<file path="src/rtl/rsv_pkg.sv">
// -----------------------------------------------------------------------------
// rsv_pkg
// Shared definitions for the dispatch scheduler and its reservation-station
// bank: the execution-class encoding and the default station-to-class map.
//
// Contents:
//   cls_t             execution-class code (ALU, MEM, BR, MUL)
//   DEF_NUM_RSV       default number of reservation stations
//   DEF_CLS_W         default width of a class code
//   RSV_CLASS_DEFAULT packed station-to-class map, slice i = class of station i
// -----------------------------------------------------------------------------
package rsv_pkg;

   typedef enum logic [1:0] {
      CLS_ALU = 2'd0,
      CLS_MEM = 2'd1,
      CLS_BR  = 2'd2,
      CLS_MUL = 2'd3
   } cls_t;

   localparam int DEF_NUM_RSV = 4;
   localparam int DEF_CLS_W   = 2;

   // Station 0 is the ALU station, station 3 the MUL station.
   localparam logic [DEF_NUM_RSV*DEF_CLS_W-1:0] RSV_CLASS_DEFAULT =
      {CLS_MUL, CLS_BR, CLS_MEM, CLS_ALU};

endpackage

</file>
<file path="src/rtl/rr_pick.sv">
// -----------------------------------------------------------------------------
// rr_pick
// Rotating-priority picker. Scans the eligible mask upward from ptr, wrapping
// past the top, and returns the first set position. The search is purely
// combinational.
//
// Ports:
//   eligible  in  N      candidate mask
//   ptr       in  IDX_W  position with highest priority
//   onehot    out N      one-hot of the chosen position (0 if none)
//   idx       out IDX_W  index of the chosen position (0 if none)
//   found     out 1      at least one candidate was eligible
// -----------------------------------------------------------------------------
module rr_pick #(
   parameter int N     = 4,
   parameter int IDX_W = (N > 1) ? $clog2(N) : 1
) (
   input  logic [N-1:0]     eligible,
   input  logic [IDX_W-1:0] ptr,
   output logic [N-1:0]     onehot,
   output logic [IDX_W-1:0] idx,
   output logic             found
);

   always_comb begin
      // NOTE: every output gets a default before the search loop; a path that
      // leaves one unassigned would infer a latch.
      onehot = '0;
      idx    = '0;
      found  = 1'b0;
      for (int off = 0; off < N; off++) begin
         int pos;
         pos = int'(ptr) + off;
         if (pos >= N) pos = pos - N;
         if (!found && eligible[pos]) begin
            found       = 1'b1;
            onehot[pos] = 1'b1;
            idx         = IDX_W'(pos);
         end
      end
   end

endmodule

</file>
<file path="src/rtl/rsv_dispatch_ctrl.sv">
// -----------------------------------------------------------------------------
// rsv_dispatch_ctrl
// Dispatch scheduler between the decoder and the reservation-station bank.
// Accepts one decoded instruction per cycle, picks a station of the matching
// execution class in round-robin order (one pointer shared by all classes),
// and tracks per-station free-slot credits so no station is overfilled.
// Stations return credits through release pulses; a flush refills them all.
//
// Ports:
//   clk           in  1              rising-edge clock
//   rst           in  1              synchronous active-high reset
//   dec_valid     in  1              decoded instruction offered
//   dec_cls       in  CLS_W          execution class of the offer
//   dec_instr     in  INSTR_W        decoded instruction payload
//   dec_ready     out 1              an eligible station with credit exists
//   disp_valid    out NUM_RSV        registered one-hot dispatch strobe
//   disp_instr    out INSTR_W        registered payload with disp_valid
//   rsv_release   in  NUM_RSV        per-station entry-freed pulses
//   flush         in  1              pipeline flush, refills every credit
//   rsv_credit    out NUM_RSV*CNT_W  free-slot count per station
//   err_overflow  out 1              sticky: release on an already full station
// -----------------------------------------------------------------------------
module rsv_dispatch_ctrl
   import rsv_pkg::*;
#(
   parameter int                       NUM_RSV   = DEF_NUM_RSV,
   parameter int                       RSV_DEPTH = 4,
   parameter int                       CLS_W     = DEF_CLS_W,
   parameter int                       INSTR_W   = 64,
   parameter logic [NUM_RSV*CLS_W-1:0] RSV_CLASS = RSV_CLASS_DEFAULT,
   localparam int                      CNT_W     = $clog2(RSV_DEPTH + 1)
) (
   input  logic                       clk,
   input  logic                       rst,
   input  logic                       dec_valid,
   input  logic [CLS_W-1:0]           dec_cls,
   input  logic [INSTR_W-1:0]         dec_instr,
   output logic                       dec_ready,
   output logic [NUM_RSV-1:0]         disp_valid,
   output logic [INSTR_W-1:0]         disp_instr,
   input  logic [NUM_RSV-1:0]         rsv_release,
   input  logic                       flush,
   output logic [NUM_RSV*CNT_W-1:0]   rsv_credit,
   output logic                       err_overflow
);

   localparam int               PTR_W = (NUM_RSV > 1) ? $clog2(NUM_RSV) : 1;
   localparam logic [CNT_W-1:0] FULL  = CNT_W'(RSV_DEPTH);
   localparam logic [PTR_W-1:0] LAST  = PTR_W'(NUM_RSV - 1);

   // State
   logic [CNT_W-1:0]   credit_q [NUM_RSV];
   logic [CNT_W-1:0]   credit_d [NUM_RSV];
   logic [PTR_W-1:0]   rr_ptr_q, rr_ptr_d;
   logic [NUM_RSV-1:0] disp_valid_q, disp_valid_d;
   logic [INSTR_W-1:0] disp_instr_q, disp_instr_d;
   logic               err_q, err_d;

   // Selection
   logic [NUM_RSV-1:0] eligible;
   logic [NUM_RSV-1:0] pick_oh;
   logic [PTR_W-1:0]   pick_idx;
   logic               pick_found;
   logic               handshake;
   logic [NUM_RSV-1:0] sel;

   always_comb begin
      for (int i = 0; i < NUM_RSV; i++) begin
         eligible[i] = (RSV_CLASS[i*CLS_W +: CLS_W] == dec_cls) &&
                       (credit_q[i] != '0);
      end
   end

   rr_pick #(
      .N     (NUM_RSV),
      .IDX_W (PTR_W)
   ) u_pick (
      .eligible (eligible),
      .ptr      (rr_ptr_q),
      .onehot   (pick_oh),
      .idx      (pick_idx),
      .found    (pick_found)
   );

   // Readiness depends only on credits, class and flush, never on dec_valid,
   // so the decoder may use it to decide whether to offer at all.
   assign dec_ready = !flush && pick_found;
   assign handshake = dec_valid && dec_ready;
   assign sel       = handshake ? pick_oh : '0;

   // Credit bookkeeping. A release and a dispatch on the same station cancel.
   // A release arriving at a full, unselected station saturates and raises the
   // sticky error. During flush every station empties, so releases that cycle
   // refer to entries that no longer exist and are dropped.
   always_comb begin
      err_d = err_q;
      for (int i = 0; i < NUM_RSV; i++) begin
         credit_d[i] = credit_q[i];
         if (flush) begin
            credit_d[i] = FULL;
         end else if (rsv_release[i] && !sel[i]) begin
            if (credit_q[i] == FULL) begin
               err_d = 1'b1;
            end else begin
               credit_d[i] = credit_q[i] + CNT_W'(1);
            end
         end else if (sel[i] && !rsv_release[i]) begin
            credit_d[i] = credit_q[i] - CNT_W'(1);
         end
      end
   end

   always_comb begin
      rr_ptr_d     = rr_ptr_q;
      disp_valid_d = sel;
      // Payload is only meaningful alongside disp_valid; holding it between
      // dispatches avoids toggling the wide output bus for nothing.
      disp_instr_d = disp_instr_q;
      if (handshake) begin
         rr_ptr_d     = (pick_idx == LAST) ? '0 : pick_idx + PTR_W'(1);
         disp_instr_d = dec_instr;
      end
   end

   always_ff @(posedge clk) begin
      // NOTE: sequential state uses non-blocking assignments only, so every
      // flop samples the pre-edge values regardless of statement order.
      if (rst) begin
         for (int i = 0; i < NUM_RSV; i++) credit_q[i] <= FULL;
         rr_ptr_q     <= '0;
         disp_valid_q <= '0;
         disp_instr_q <= '0;
         err_q        <= 1'b0;
      end else begin
         for (int i = 0; i < NUM_RSV; i++) credit_q[i] <= credit_d[i];
         rr_ptr_q     <= rr_ptr_d;
         disp_valid_q <= disp_valid_d;
         disp_instr_q <= disp_instr_d;
         err_q        <= err_d;
      end
   end

   always_comb begin
      for (int i = 0; i < NUM_RSV; i++) begin
         rsv_credit[i*CNT_W +: CNT_W] = credit_q[i];
      end
   end

   assign disp_valid   = disp_valid_q;
   assign disp_instr   = disp_instr_q;
   assign err_overflow = err_q;

endmodule
</file>
<file path="config.mk">
export PLATFORM = sky130hd
export DESIGN_NAME = rsv_dispatch_ctrl
export DESIGN_NICKNAME = d
export VERILOG_FILES = /design/src/rtl/rsv_pkg.sv /design/src/rtl/rr_pick.sv /design/src/rtl/rsv_dispatch_ctrl.sv
export SDC_FILE = /design/constraint.sdc
export NUM_CORES = 1
export LEC_CHECK = 0
export CORE_MARGIN = 2
export CORE_UTILIZATION = 44
export CTS_CLUSTER_DIAMETER = 60
export DETAILED_ROUTE_END_ITERATION = 7
export PLACE_DENSITY = 0.9
export SYNTH_ARGS = -nofsm -noshare
export SYNTH_HDL_FRONTEND = slang
export SYNTH_SLANG_ARGS = --single-unit
</file>
<file path="constraint.sdc">
create_clock -name clk -period 4 [get_ports clk]
set_clock_uncertainty 0.15 [all_clocks]
set_input_delay 0.4 -clock clk [delete_from_list [all_inputs] [get_ports clk]]
set_output_delay 0.4 -clock clk [all_outputs]
set_load 0.05 [all_outputs]
</file>
clock_wires.png
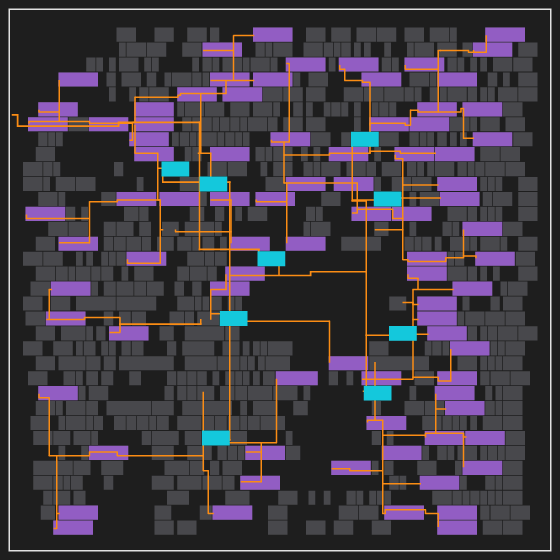
[clock-net drivers] cyan | count: 9
[flip-flops] purple | count: 83
[clock wires] orange | length: 1030 µm
routed clock nets: 10

m1.png
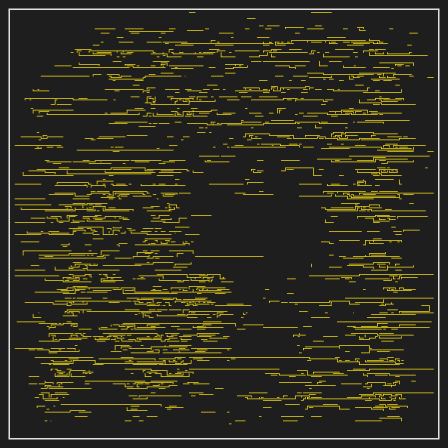
wire length on this layer: 4410 µm
longest straight run: 27.6 µm
main direction: horizontal
share of all routed wire: 40%

ff_map.png
Other sequential cells in the stronger gray, the rest of the logic in the fainter gray.
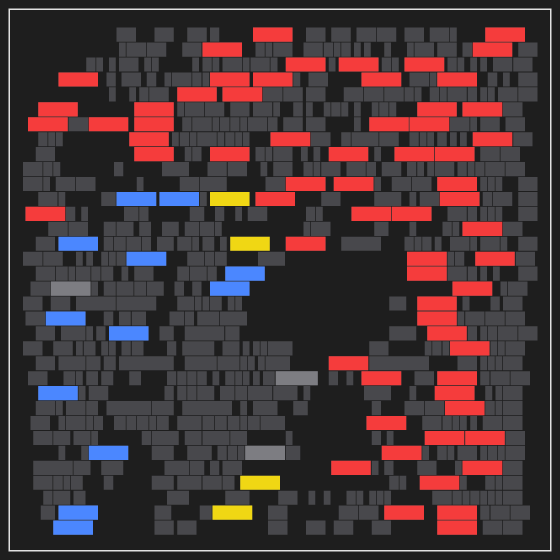
[credit_q] blue | sequential cells: 12
[disp_instr] red | sequential cells: 64 | where: widely spread
[disp_valid] yellow | sequential cells: 4
not colored: 3

congestion_map.png
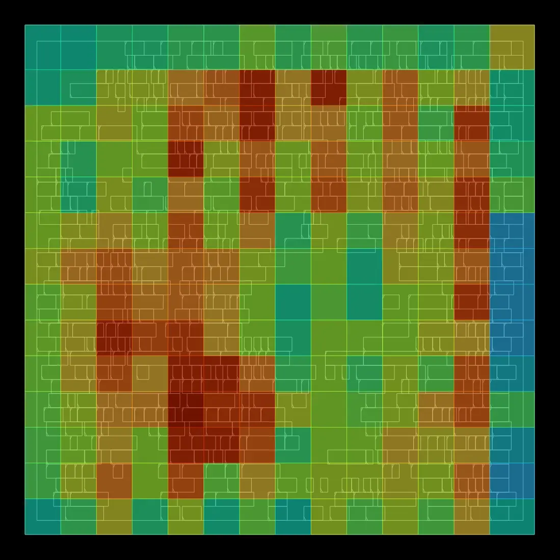
total track usage: 22.6%
grt peak-use layer: met2

port_trees.png
Bar = 20 µm.
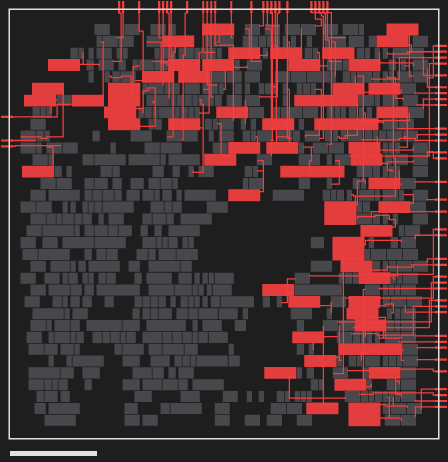
[disp_instr] red | direction: output | end cells: 64 | buffers: 64 | wire: 1730 µm

==> deck_impl_summary.md <==
Physical Implementation Snapshot

Worst setup path
  • Worst flop-to-flop path startpoint: rr_ptr_q[1]$_SDFFE_PP0P_
  • CP required: 4.08 ns
  • Sequence of cells on the critical path: inv_1 > ha_1 > nand4bb_1 > o22ai_1 > o21ai_0 > nor4bb_2 > o21ai_1 > fa_1 > or4_1 > a21oi_1 > a31oi_1
  • R2R Setup Slk: 0.30 ns
  • CP Capture Type: flop
  • CP max stage delay: 0.55 ns
  • Crit path max fanout: 14
  • Worst reg2reg path depth: 11
  • Critical R2R Capture: credit_q[3][2]$_SDFFE_PP1P_
  • WP data arrival: between 3 and 4 ns
  • Critical path's slowest cell: or4_1
  • Kind of critical path: reg2reg

Drt
  • DRT antenna net count: 0
  • Initial DRC count: between 200 and 250
  • Detail-routed net length per standard cell: ~15 µm
  • Final wirelength: 11.1 mm
  • Via density: about 5.4
  • Vias: slightly below 4000

Finish
  • Sequential cell count: 83
  • Max reg flops: around 64
  • Commonest Layout Cell: clkdlybuf4s50_1
  • Layout filler cell count: 704
  • Seq/total area: 29.3%
  • CLK BUF: 9
  • Combinational fraction of the cell area: 36.1%
  • Clock-cell share: 3.60%
  • Final core occ: 65.3%
  • Fin nets: a little over 700
  • P&R area growth vs syn: 44.8%
  • Non-clk invs: 7
  • Biggest Area Class: multi-input combinational cells
  • Share of cells above drive strength 1: 7.35%
  • Footprint of the multi-input gates: 2040 µm²
  • Top Layout Cells: clkdlybuf4s50_1, nand2_1, dfxtp_1
  • ANT cells: 0

Floorplan
  • Tap cells: 108
  • Die X: 98.3 µm
  • Ports: roughly 160
  • Fp util: 45.1%
  • Die Y: between 90 and 100 µm
  • Core area: 8680 µm²

Final timing
  • Actual slew at the worst max-slew pin: 0.691 ns
  • Tmin final: 3.70 ns
  • Final setup margin: 0.302 ns
  • Setup violators final: 0
  • Tcrit/Tclk final: 92.5%
  • RSZ-0062 raised after global routing: false

Synthesis
  • Distinct lib cells used: between 50 and 60
  • Mapped Cells: 481
  • Synthesized Nets: 566
  • Synth area leaders: dfxtp_1, nand2_1, a21oi_1
  • Adder share: 4.28%
  • Yosys simple share: 27.0%
  • Synth Seq Share: 42.4%
  • Post-synth mux share: 1.09%
  • Main flop type: dfxtp_1
  • Synth async-reset ratio: 0%
  • Area leader share: between 40% and 50%
  • Area leader, netlist: dfxtp_1
  • Synth warn: 0
  • Mean post-synth cell area: 8.14 µm²

Place
  • Place WS: between 0.1 and 0.15 ns
  • Port bufs: roughly 160
  • GPL Wtd Cong: roughly 1.0
  • DP HPWL: ~8 mm
  • Dpl cell area: 5460 µm²

Job
  • Maxcap violations: 0
  • Log Warnings: 32

Global route
  • Largest net degree at the start of global routing: between 60 and 70
  • Vias in the first global route: 3737
  • M2 GR Usage: slightly below 40%
  • Met1 Use GR: 28.1%

CTS
  • CTS tree: done
  • Cts repair resizes: 0
  • CTS max path bufs: 2
  • Post-CTS Repair Setup Buffers: 0
  • Worst-path clk slew: 0.09 ns

Power and ir drop
  • Sequential share of power: a little under half
  • Seq pwr: 0.884 mW
  • Internal power: 1.34 mW
  • Clk power: 0.631 mW
  • P_comb: ~0.44 mW
  • Total power: 1.96 mW
  • Pwr/cell area: 345 nW/µm²
  • Max VDD drop: 163 µV
  • P_sw: 0.614 mW

Outcome
  • Status: completed

Worst hold path
  • Worst hold endpoint: disp_instr[52]$_SDFFE_PP0P_
  • Worst hold path class: in2reg
## worst max path at each step
stage	from	endpoint	slack [ns]	cells after the start
3_3_place_gp	dec_cls[1]	credit_q[1][2]$_SDFFE_PP1P_	0.30	10
5_1_grt	rr_ptr_q[1]$_SDFFE_PP0P_	credit_q[3][2]$_SDFFE_PP1P_	0.12	11
3_5_place_dp	dec_cls[1]	credit_q[1][2]$_SDFFE_PP1P_	0.14	10
2_1_floorplan	rr_ptr_q[0]$_SDFFE_PP0P_	credit_q[3][2]$_SDFFE_PP1P_	0.77	12
4_1_cts	rr_ptr_q[1]$_SDFFE_PP0P_	credit_q[1][2]$_SDFFE_PP1P_	0.1	11
6_report	rr_ptr_q[1]$_SDFFE_PP0P_	credit_q[3][2]$_SDFFE_PP1P_	0.30	11
Power and IR drop assume default switching activity.
